==> src/rtl/dmem_arbiter_if.sv <==
// dmem_arbiter_if: bundle of the CPU, DMA and memory-side signals of the data-memory arbiter.
// slave modport is the arbiter's view; master is the view of the requesters plus memory.
interface dmem_arbiter_if #(
    parameter int ADDR_W = 32,
    parameter int DATA_W = 32
);
    logic              cpu_req;
    logic              cpu_we;
    logic [ADDR_W-1:0] cpu_addr;
    logic [DATA_W-1:0] cpu_wdata;
    logic [DATA_W-1:0] cpu_rdata;
    logic              cpu_stall;
    logic              dma_req;
    logic              dma_we;
    logic [ADDR_W-1:0] dma_addr;
    logic [DATA_W-1:0] dma_wdata;
    logic              dma_gnt;
    logic              dma_done;
    logic [DATA_W-1:0] dma_rdata;
    logic              mem_en;
    logic              mem_we;
    logic [ADDR_W-1:0] mem_addr;
    logic [DATA_W-1:0] mem_wdata;
    logic [DATA_W-1:0] mem_rdata;
    logic [31:0]       stall_cnt;

    modport slave (
        input  cpu_req, cpu_we, cpu_addr, cpu_wdata,
        input  dma_req, dma_we, dma_addr, dma_wdata,
        input  mem_rdata,
        output cpu_rdata, cpu_stall, dma_gnt, dma_done, dma_rdata,
        output mem_en, mem_we, mem_addr, mem_wdata, stall_cnt
    );

    modport master (
        output cpu_req, cpu_we, cpu_addr, cpu_wdata,
        output dma_req, dma_we, dma_addr, dma_wdata,
        output mem_rdata,
        input  cpu_rdata, cpu_stall, dma_gnt, dma_done, dma_rdata,
        input  mem_en, mem_we, mem_addr, mem_wdata, stall_cnt
    );
endinterface

==> src/rtl/dmem_arbiter.sv <==
// dmem_arbiter: shares one data-memory port between the CPU MEM stage and a DMA/loader port.
// Ports: clk_i (rising edge), rst_n_i (async, active low), bus (dmem_arbiter_if.slave):
//   cpu_* request/stall/load data, dma_* request/grant/done/load data,
//   mem_* memory port, stall_cnt saturating count of stalled cycles.
module dmem_arbiter #(
    parameter int ADDR_W     = 32,
    parameter int DATA_W     = 32,
    parameter int MEM_LAT    = 2,
    parameter int STARVE_MAX = 4
) (
    input logic          clk_i,
    input logic          rst_n_i,
    dmem_arbiter_if.slave bus
);
    localparam logic [1:0] IDLE   = 2'd0;
    localparam logic [1:0] ACCESS = 2'd1;
    localparam logic [1:0] DONE   = 2'd2;
    localparam int LW = $clog2(MEM_LAT + 1);
    localparam int SW = $clog2(STARVE_MAX + 2);
    localparam logic [LW-1:0] LAT_LOAD = LW'(MEM_LAT - 1);
    localparam logic [SW-1:0] SMAX = SW'(STARVE_MAX);

    logic [1:0]        state;
    logic              owner;
    logic              we_q;
    logic [ADDR_W-1:0] addr_q;
    logic [DATA_W-1:0] wdata_q;
    logic [LW-1:0]     lat;
    logic [SW-1:0]     starve;
    logic [DATA_W-1:0] cpu_rdata;
    logic [DATA_W-1:0] dma_rdata;
    logic [31:0]       stall_cnt;
    logic              dma_win;
    logic              stall;

    // owner: 0 = CPU, 1 = DMA
    assign dma_win = bus.dma_req & (~bus.cpu_req | (starve >= SMAX));
    // gated by reset so every output reads 0 while reset is held
    assign stall   = rst_n_i & bus.cpu_req & ~(state == DONE & ~owner);

    assign bus.cpu_stall = stall;
    assign bus.cpu_rdata = cpu_rdata;
    assign bus.dma_rdata = dma_rdata;
    assign bus.dma_gnt   = owner & (state == ACCESS | state == DONE);
    assign bus.dma_done  = owner & (state == DONE);
    assign bus.mem_en    = state == ACCESS;
    // the write strobe fires only in the last access cycle
    assign bus.mem_we    = (state == ACCESS) & we_q & (lat == '0);
    assign bus.mem_addr  = addr_q;
    assign bus.mem_wdata = wdata_q;
    assign bus.stall_cnt = stall_cnt;

    always_ff @(posedge clk_i or negedge rst_n_i) begin
        if (!rst_n_i) begin
            state     <= IDLE;
            owner     <= 1'b0;
            we_q      <= 1'b0;
            addr_q    <= '0;
            wdata_q   <= '0;
            lat       <= '0;
            starve    <= '0;
            cpu_rdata <= '0;
            dma_rdata <= '0;
            stall_cnt <= '0;
        end else begin
            stall_cnt <= stall_cnt + {31'd0, stall & ~&stall_cnt};
            if (state == IDLE) begin
                if (bus.cpu_req | bus.dma_req) begin
                    owner   <= dma_win;
                    we_q    <= dma_win ? bus.dma_we : bus.cpu_we;
                    addr_q  <= dma_win ? bus.dma_addr : bus.cpu_addr;
                    wdata_q <= dma_win ? bus.dma_wdata : bus.cpu_wdata;
                    lat     <= LAT_LOAD;
                    starve  <= dma_win ? '0 : starve + SW'(bus.dma_req);
                    state   <= ACCESS;
                end
            end else if (state == ACCESS) begin
                if (lat == '0) begin
                    state <= DONE;
                    if (!we_q && !owner) cpu_rdata <= bus.mem_rdata;
                    if (!we_q && owner) dma_rdata <= bus.mem_rdata;
                end else begin
                    lat <= lat - 1'b1;
                end
            end else begin
                state <= IDLE;
            end
        end
    end
endmodule

==> src/flat_wrapper.sv <==
// flat-port wrapper written by rule: the top's interface ports become plain ports
module dmem_arbiter_flat 
#(
    parameter int ADDR_W     = 32,
    parameter int DATA_W     = 32,
    parameter int MEM_LAT    = 2,
    parameter int STARVE_MAX = 4
)
  (clk_i, rst_n_i, bus_cpu_req, bus_cpu_we, bus_cpu_addr, bus_cpu_wdata, bus_dma_req, bus_dma_we, bus_dma_addr, bus_dma_wdata, bus_mem_rdata, bus_cpu_rdata, bus_cpu_stall, bus_dma_gnt, bus_dma_done, bus_dma_rdata, bus_mem_en, bus_mem_we, bus_mem_addr, bus_mem_wdata, bus_stall_cnt);
  dmem_arbiter_if #(.ADDR_W(ADDR_W), .DATA_W(DATA_W)) bus_i ();
  input logic clk_i;
  input logic rst_n_i;
  input wire logic [$bits(bus_i.cpu_req)-1:0] bus_cpu_req;
  input wire logic [$bits(bus_i.cpu_we)-1:0] bus_cpu_we;
  input wire logic [$bits(bus_i.cpu_addr)-1:0] bus_cpu_addr;
  input wire logic [$bits(bus_i.cpu_wdata)-1:0] bus_cpu_wdata;
  input wire logic [$bits(bus_i.dma_req)-1:0] bus_dma_req;
  input wire logic [$bits(bus_i.dma_we)-1:0] bus_dma_we;
  input wire logic [$bits(bus_i.dma_addr)-1:0] bus_dma_addr;
  input wire logic [$bits(bus_i.dma_wdata)-1:0] bus_dma_wdata;
  input wire logic [$bits(bus_i.mem_rdata)-1:0] bus_mem_rdata;
  output wire logic [$bits(bus_i.cpu_rdata)-1:0] bus_cpu_rdata;
  output wire logic [$bits(bus_i.cpu_stall)-1:0] bus_cpu_stall;
  output wire logic [$bits(bus_i.dma_gnt)-1:0] bus_dma_gnt;
  output wire logic [$bits(bus_i.dma_done)-1:0] bus_dma_done;
  output wire logic [$bits(bus_i.dma_rdata)-1:0] bus_dma_rdata;
  output wire logic [$bits(bus_i.mem_en)-1:0] bus_mem_en;
  output wire logic [$bits(bus_i.mem_we)-1:0] bus_mem_we;
  output wire logic [$bits(bus_i.mem_addr)-1:0] bus_mem_addr;
  output wire logic [$bits(bus_i.mem_wdata)-1:0] bus_mem_wdata;
  output wire logic [$bits(bus_i.stall_cnt)-1:0] bus_stall_cnt;
  assign bus_i.cpu_req = bus_cpu_req;
  assign bus_i.cpu_we = bus_cpu_we;
  assign bus_i.cpu_addr = bus_cpu_addr;
  assign bus_i.cpu_wdata = bus_cpu_wdata;
  assign bus_i.dma_req = bus_dma_req;
  assign bus_i.dma_we = bus_dma_we;
  assign bus_i.dma_addr = bus_dma_addr;
  assign bus_i.dma_wdata = bus_dma_wdata;
  assign bus_i.mem_rdata = bus_mem_rdata;
  assign bus_cpu_rdata = bus_i.cpu_rdata;
  assign bus_cpu_stall = bus_i.cpu_stall;
  assign bus_dma_gnt = bus_i.dma_gnt;
  assign bus_dma_done = bus_i.dma_done;
  assign bus_dma_rdata = bus_i.dma_rdata;
  assign bus_mem_en = bus_i.mem_en;
  assign bus_mem_we = bus_i.mem_we;
  assign bus_mem_addr = bus_i.mem_addr;
  assign bus_mem_wdata = bus_i.mem_wdata;
  assign bus_stall_cnt = bus_i.stall_cnt;
  dmem_arbiter #(.ADDR_W(ADDR_W), .DATA_W(DATA_W), .MEM_LAT(MEM_LAT), .STARVE_MAX(STARVE_MAX)) u_core (.clk_i(clk_i), .rst_n_i(rst_n_i), .bus(bus_i));
endmodule
==> config.mk <==
export PLATFORM = sky130hd
export DESIGN_NAME = dmem_arbiter_flat
export DESIGN_NICKNAME = d
export VERILOG_FILES = /design/src/rtl/dmem_arbiter_if.sv /design/src/rtl/dmem_arbiter.sv /design/src/flat_wrapper.sv
export SDC_FILE = /design/constraint.sdc
export NUM_CORES = 1
export LEC_CHECK = 0
export ABC_AREA = 1
export CORE_AREA = 2 2 144 146
export DETAILED_ROUTE_END_ITERATION = 16
export DIE_AREA = 0 0 146 148
export PLACE_DENSITY = 0.75
export SETUP_SLACK_MARGIN = 0.3
export SLEW_MARGIN = 15
export SYNTH_ARGS = -nofsm -noshare
export SYNTH_HDL_FRONTEND = slang
export SYNTH_SLANG_ARGS = --single-unit
export TNS_END_PERCENT = 100
==> constraint.sdc <==
create_clock -name clk_i -period 1.8 [get_ports clk_i]
set_input_delay 0.36 -clock clk_i [delete_from_list [all_inputs] [get_ports clk_i]]
set_output_delay 0.36 -clock clk_i [all_outputs]
set_load 0.05 [all_outputs]
Run 1, clock wiring as the flow saved it:
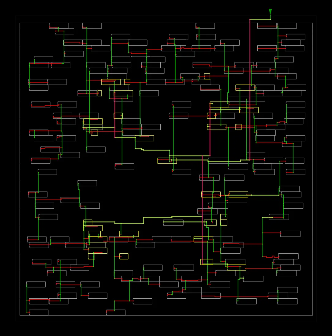
Clock Latency Late Sink: 0.43 ns
Final Skew: 0.0102 ns
Clock Power: 3650 uW

Run 1, port wiring:
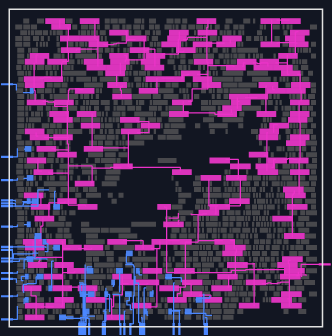
Blue stands for bus_cpu_addr, bits 32, direction input, edge 17 bottom, 15 left, end cells 32, buffers 32, wire 611 um. Magenta stands for rst_n_i, bits 1, direction input, edge right, end cells 170, buffers 4, wire 1410 um.

==> changes_impl.md, run 1 <==
## Flow update

* Outcome: complete, but fails checks
* Failing checks: setup timing
* Synth top area cells: dfrtp_1 (57%), nand2_1 (12%), a21oi_1 (8.9%)
* WL/cell at 18.0 um
* P&R area growth vs syn at 88.3%
* Yosys reg bits at 169
* Worst vdd ir at 1370 uV
* XOR/XNOR Fraction of Synth Area at 0.0176
* Final Hold Fails at 0
* Total GRT Usage at 0.256
* Top non-seq family: simple AND/OR/NAND/NOR gates
* DRT iter0 DRCs at 435
* Die area at 0.0216 mm^2
* Comb area at 0.00340 mm^2
* Non-filler instance count after layout at 1641
* Core ar. at 0.0200 mm^2
* Final setup viols at 50
* Buf/Inv on CP at 3
* TritonCTS Buffers at 17
* Post-synthesis async set-or-reset flop share at 1.00
* Top Ports at 331
* Area post-placement at 0.0114 mm^2
* Mux area share at 0
* PnR worst setup slack at -0.244 ns
* NetSw at 12900 uW
Run 1, metal layers overlaid:
Bar = 50 um.
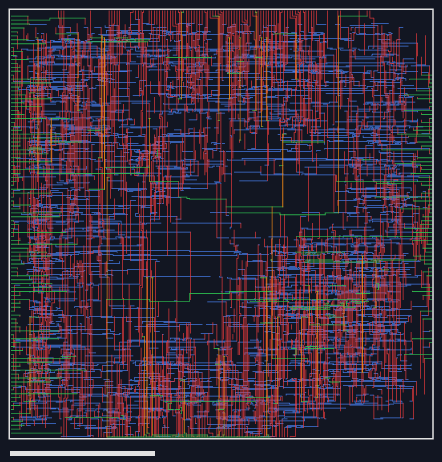
Blue stands for metal 1, wire length 11100 um. Green stands for metal 3, wire length 1930 um. Red stands for metal 2, wire length 15400 um. Orange stands for metal 4, wire length 1150 um.

Run 1, cell sizes after repair:
Bar = 50 um.
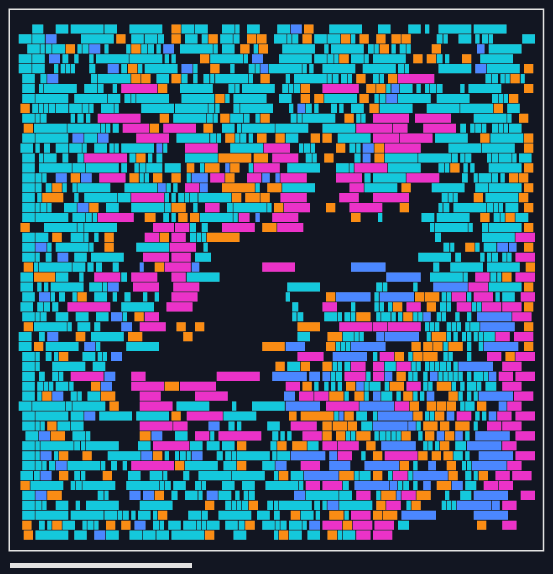
Orange stands for _3 and _4 cells, cells 246. Magenta stands for _6 and larger, cells 150. Cyan stands for _0 and _1 cells, cells 850. Blue stands for _2 cells, cells 124.

## run 1: worst min-delay path: stages
cell and delay [ns]:
buf_6 0.10, buf_4 0.12, buf_12 0.54
## run 1: power by group through the flow
| stage | clock, uW | combinational [uW] | sequential [uW] |
|---|---|---|---|
| 2_1_floorplan | 0 | 2980 | 11700 |
| 3_3_place_gp | 0 | 12900 | 6360 |
| 3_5_place_dp | 0 | 13100 | 6410 |
| 4_1_cts | 3690 | 15200 | 6380 |
| 5_1_grt | 3880 | 17000 | 6660 |
| 6_report | 3650 | 16200 | 6460 |
## run 1: cells by family (layout without fill, tap and decap cells)
family / count (synthesis) / after routing
xor+xnor: 15 / 15
compound gates: 204 / 204
buf+inv: 105 / 583
flops: 169 / 169
other cells: 0 / 1
simple gates: 391 / 391
fa+ha+maj: 8 / 8
Run 1, a small window of the routed layout:
Region (58, 59) to (88, 89) um. Cells in gray, sequential cells in the stronger gray; small squares are vias.
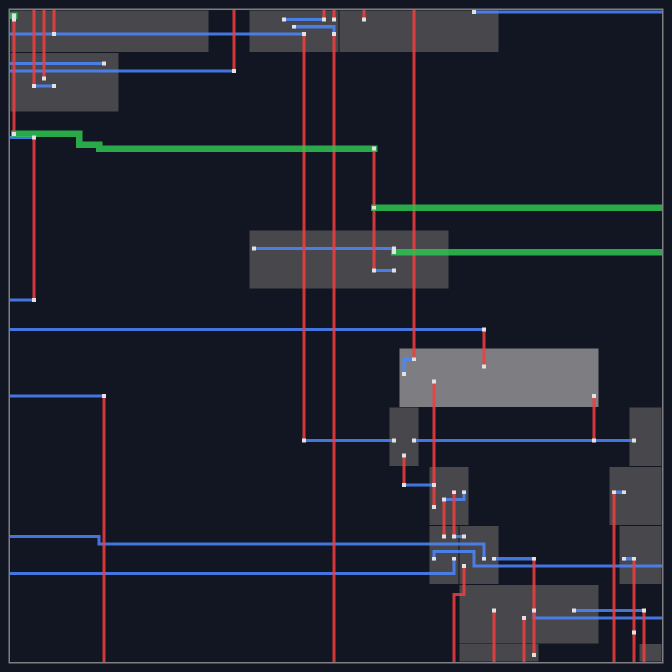

==> run 1 -> run 2 <==
- MAX_ROUTING_LAYER: default -> met4
Run 2, a small window of the routed layout:
Region (58, 59) to (88, 89) um. Cells in gray, sequential cells in the stronger gray; small squares are vias.
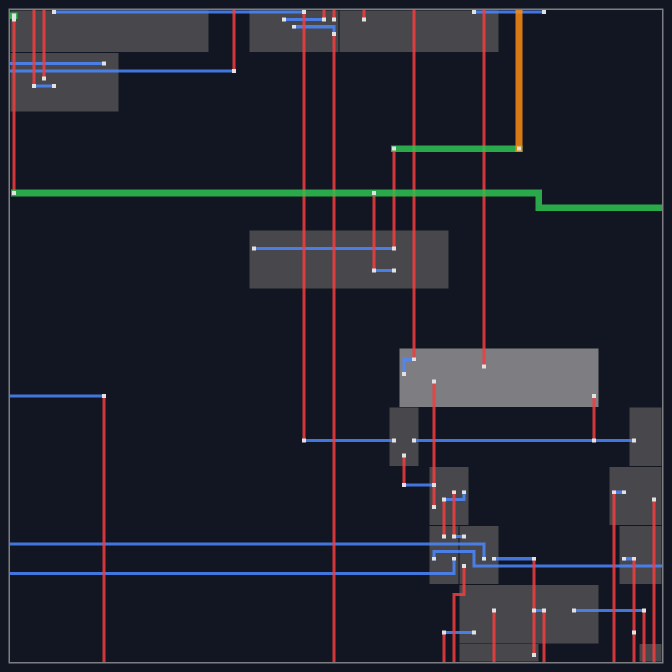
Red stands for metal 2. Orange stands for metal 4. Blue stands for metal 1. Green stands for metal 3.
Most frequent: a21oi_1 (2), clkbuf_16 (2). 14 logic cells have their middle in the window. Netlist names of flops here include u_core.bus.mem_wdata (1). Sequential cells in the window: 1.

Run 2, clock wiring as the flow saved it:
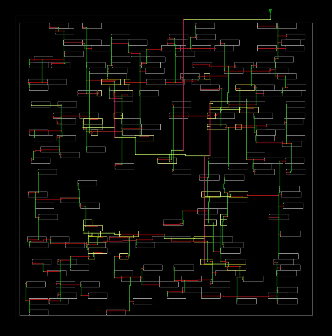
seq_cells: 169
TritonCTS Buffers: 17
Clock Power: 3630 uW
CTS sink count: 169
Final Skew: 0.00944 ns

Run 2, cell sizes after repair:
Bar = 50 um.
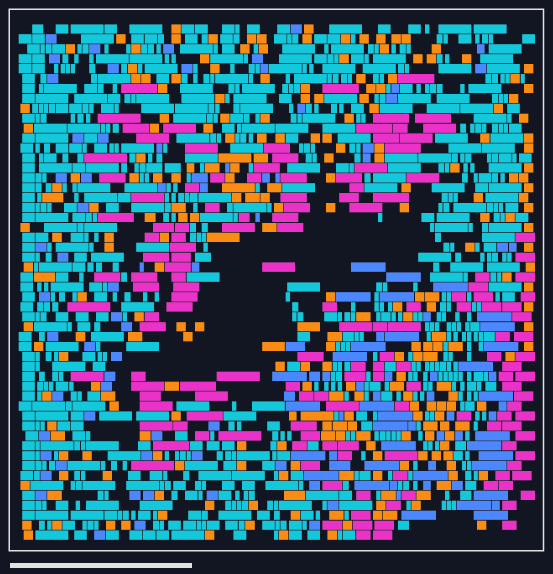
PnR worst setup slack: -0.246 ns
P&R area growth vs syn: 88.5%
Signal buffers: 485

==> changes_impl.md, run 2 <==
## Flow update

* Outcome: complete, but fails checks
* Failing checks: setup timing
* Total tool warning count at 33
* Core ar. at 0.0200 mm^2
* PnR worst setup slack at -0.246 ns
* Top power consumer group: combinational cells
* Total GRT Usage at 0.264
* XOR/XNOR Fraction of Synth Area at 0.0176
* Die area at 0.0216 mm^2
* WL/cell at 18.0 um
* Sequential power at 6470 uW
* First-pass GRT wire length at 43000 um
* Initial antenna violation count at 1
* Final Hold Fails at 0
* WP data required at 2.12 ns
* Synth top area cells: dfrtp_1 (57%), nand2_1 (12%), a21oi_1 (8.9%)
* Comb area at 0.00341 mm^2
* Yosys reg bits at 169
* Mux area share at 0
* Non-filler instance count after layout at 1641
* Syn Nets at 1066
* Clock Latency Late Sink at 0.43 ns
* Largest net degree at the start of global routing at 169
* Final net count at 1531
* Area post-placement at 0.0114 mm^2
* Final setup viols at 49
* DRT iter0 DRCs at 417
* Comb group at 16200 uW
* Fmax at 489 MHz
* Register share of total power at 0.246
* NetSw at 12800 uW
* Placed cells at 1531
* Buf/Inv on CP at 3
* Top Ports at 331
* Top non-seq family: simple AND/OR/NAND/NOR gates
==> run 2: how the worst max path moves through the flow <==
stage,from,endpoint
after floorplan,u_core.bus.stall_cnt[9],u_core.bus.stall_cnt[30]
after global placement,bus_cpu_req,u_core.bus.stall_cnt[22]
after detailed placement,bus_cpu_req,u_core.bus.stall_cnt[30]
after CTS,u_core.state[1],u_core.bus.stall_cnt[22]
after global routing,u_core.bus.stall_cnt[16],u_core.bus.stall_cnt[28]
final,u_core.bus.stall_cnt[16],u_core.bus.stall_cnt[28]
==> run 2: repair_timing <==
item / 4_1_cts / 5_1_grt
cloned: 18 / 5
gates resized: 133 / 164
hold buffers: 1 / 0
endpoints found under the setup margin: 202 / 203
hold endpoints to repair: 1 / 0
setup buffers: 17 / 36
pin swaps: 28 / 32
Run 2, metal layers overlaid:
Bar = 50 um.
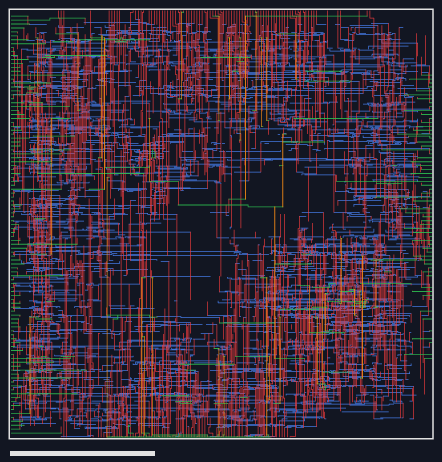

==> run 2 -> run 3 <==
- CORE_AREA: 2 2 144 146 -> 2 2 137 139
- DIE_AREA: 0 0 146 148 -> 0 0 139 141
- PLACE_DENSITY: 0.75 -> 0.79
- clock period: 1.8 -> 2.3 ns (I/O delays scaled with it)
Run 3, metal layers overlaid:
Bar = 50 um.
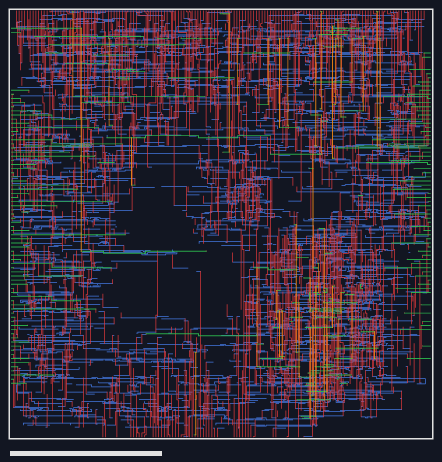
Total GRT Usage: 0.257
via count: 7716

Run 3, clock wiring as the flow saved it:
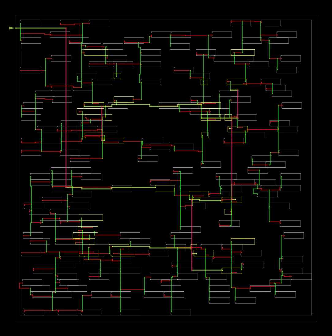
# clk buffers: 17
Final Skew: 0.0184 ns
Clock Power: 3360 uW

==> changes_impl.md, run 3 <==
## Flow update

* Top power consumer group: combinational cells
* Final hold slack at 0.0811 ns
* Post-synth top flop: dfrtp_1
* CTS sink count at 169
* Buf/Inv on CP at 9
* Outcome: complete, no violations
* Post-synth top area cell: dfrtp_1
* Synth Cell Area at 0.00746 mm^2
* NetSw at 8910 uW
* Worst vdd ir at 983 uV
* Final Hold Fails at 0
* Sequential power at 4970 uW
* Clock Latency Late Sink at 0.43 ns
* PnR worst setup slack at 0.207 ns
* Post-synth EDFFs at 0
* Setup crit end: u_core.bus.stall_cnt[24]
* CP endpoint kind: flip-flop
* Area post-placement at 0.0112 mm^2
* WP data required at 2.61 ns
* DRT iter0 DRCs at 473
* Final net count at 1459
* Syn Nets at 1066
* First-pass GRT wire length at 38900 um
* Top Ports at 331
* Gates resized, CTS repair at 179
* Fmax at 478 MHz
* P&R area growth vs syn at 65.7%
* Yosys reg bits at 169
* Non-filler instance count after layout at 1532
* Total tool warning count at 31
* Total setup buffers inserted after CTS at 25
* Register share of total power at 0.279
* CP Launch Point: u_core.bus.stall_cnt[21]
* Comb group at 9470 uW
* Die area at 0.0196 mm^2
* Largest net degree at the start of global routing at 71
* Core ar. at 0.0183 mm^2
* Hold-fix buffers, CTS at 0
* Initial antenna violation count at 0
* Placed cells at 1435
* TritonCTS Buffers at 17
* Fin area at 0.0124 mm^2
* Post-synthesis async set-or-reset flop share at 1.00
* Post-Synthesis Cells at 892
* WL/cell at 17.2 um
* Count leader, synth: nand2_1
* GRT overflow at 0
* Synth top area cells: dfrtp_1 (57%), nand2_1 (12%), a21oi_1 (8.9%)
Run 3, cell sizes after repair:
Bar = 50 um.
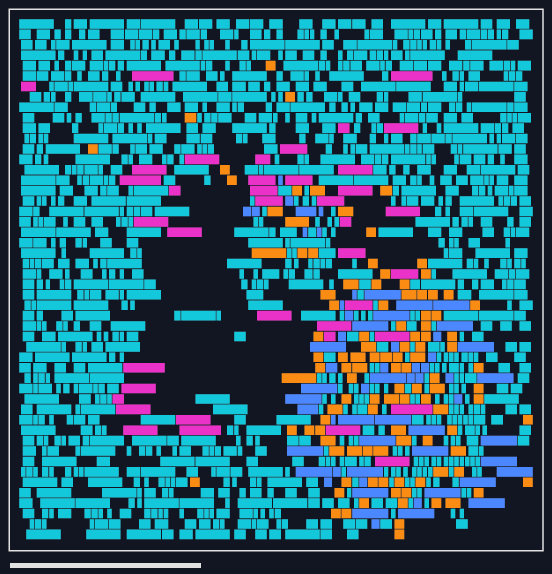
Cyan stands for _0 and _1 cells, cells 1090. Blue stands for _2 cells, cells 60. Orange stands for _3 and _4 cells, cells 109. Magenta stands for _6 and larger, cells 39.

## run 3: cell counts after synthesis
No cell type changed its count.
## run 3: routing by layer
metal  GRT usage  up-vias  wire length [um]
li1            -     3638                 -
met1       0.318     3652             10600
met2       0.408      337             12900
met3      0.0598       89              1780
met4       0.107        0              1070
met5           -        -                 0
## run 3: cell type report
type                       instances  area (um^2)  share of cell area
clock buffer                      17          425              0.0344
timing repair buffer             414         3840               0.311
tap                              234          293              0.0237
multi-input combinational        618         3030               0.246
clock inverter                    15          258              0.0209
sequential                       169         4270               0.345
inverter                          65          244              0.0197
## run 3: cells by family after synthesis
logic type               synth area share
adder cells (fa/ha/maj)            0.0134
AND-OR/OR-AND                       0.137
buffers and inverters              0.0579
AND/OR/NAND/NOR                     0.207
XOR/XNOR                           0.0176
flip-flops                          0.567
Power figures rest on the tool's default switching activity, not on a simulated workload.
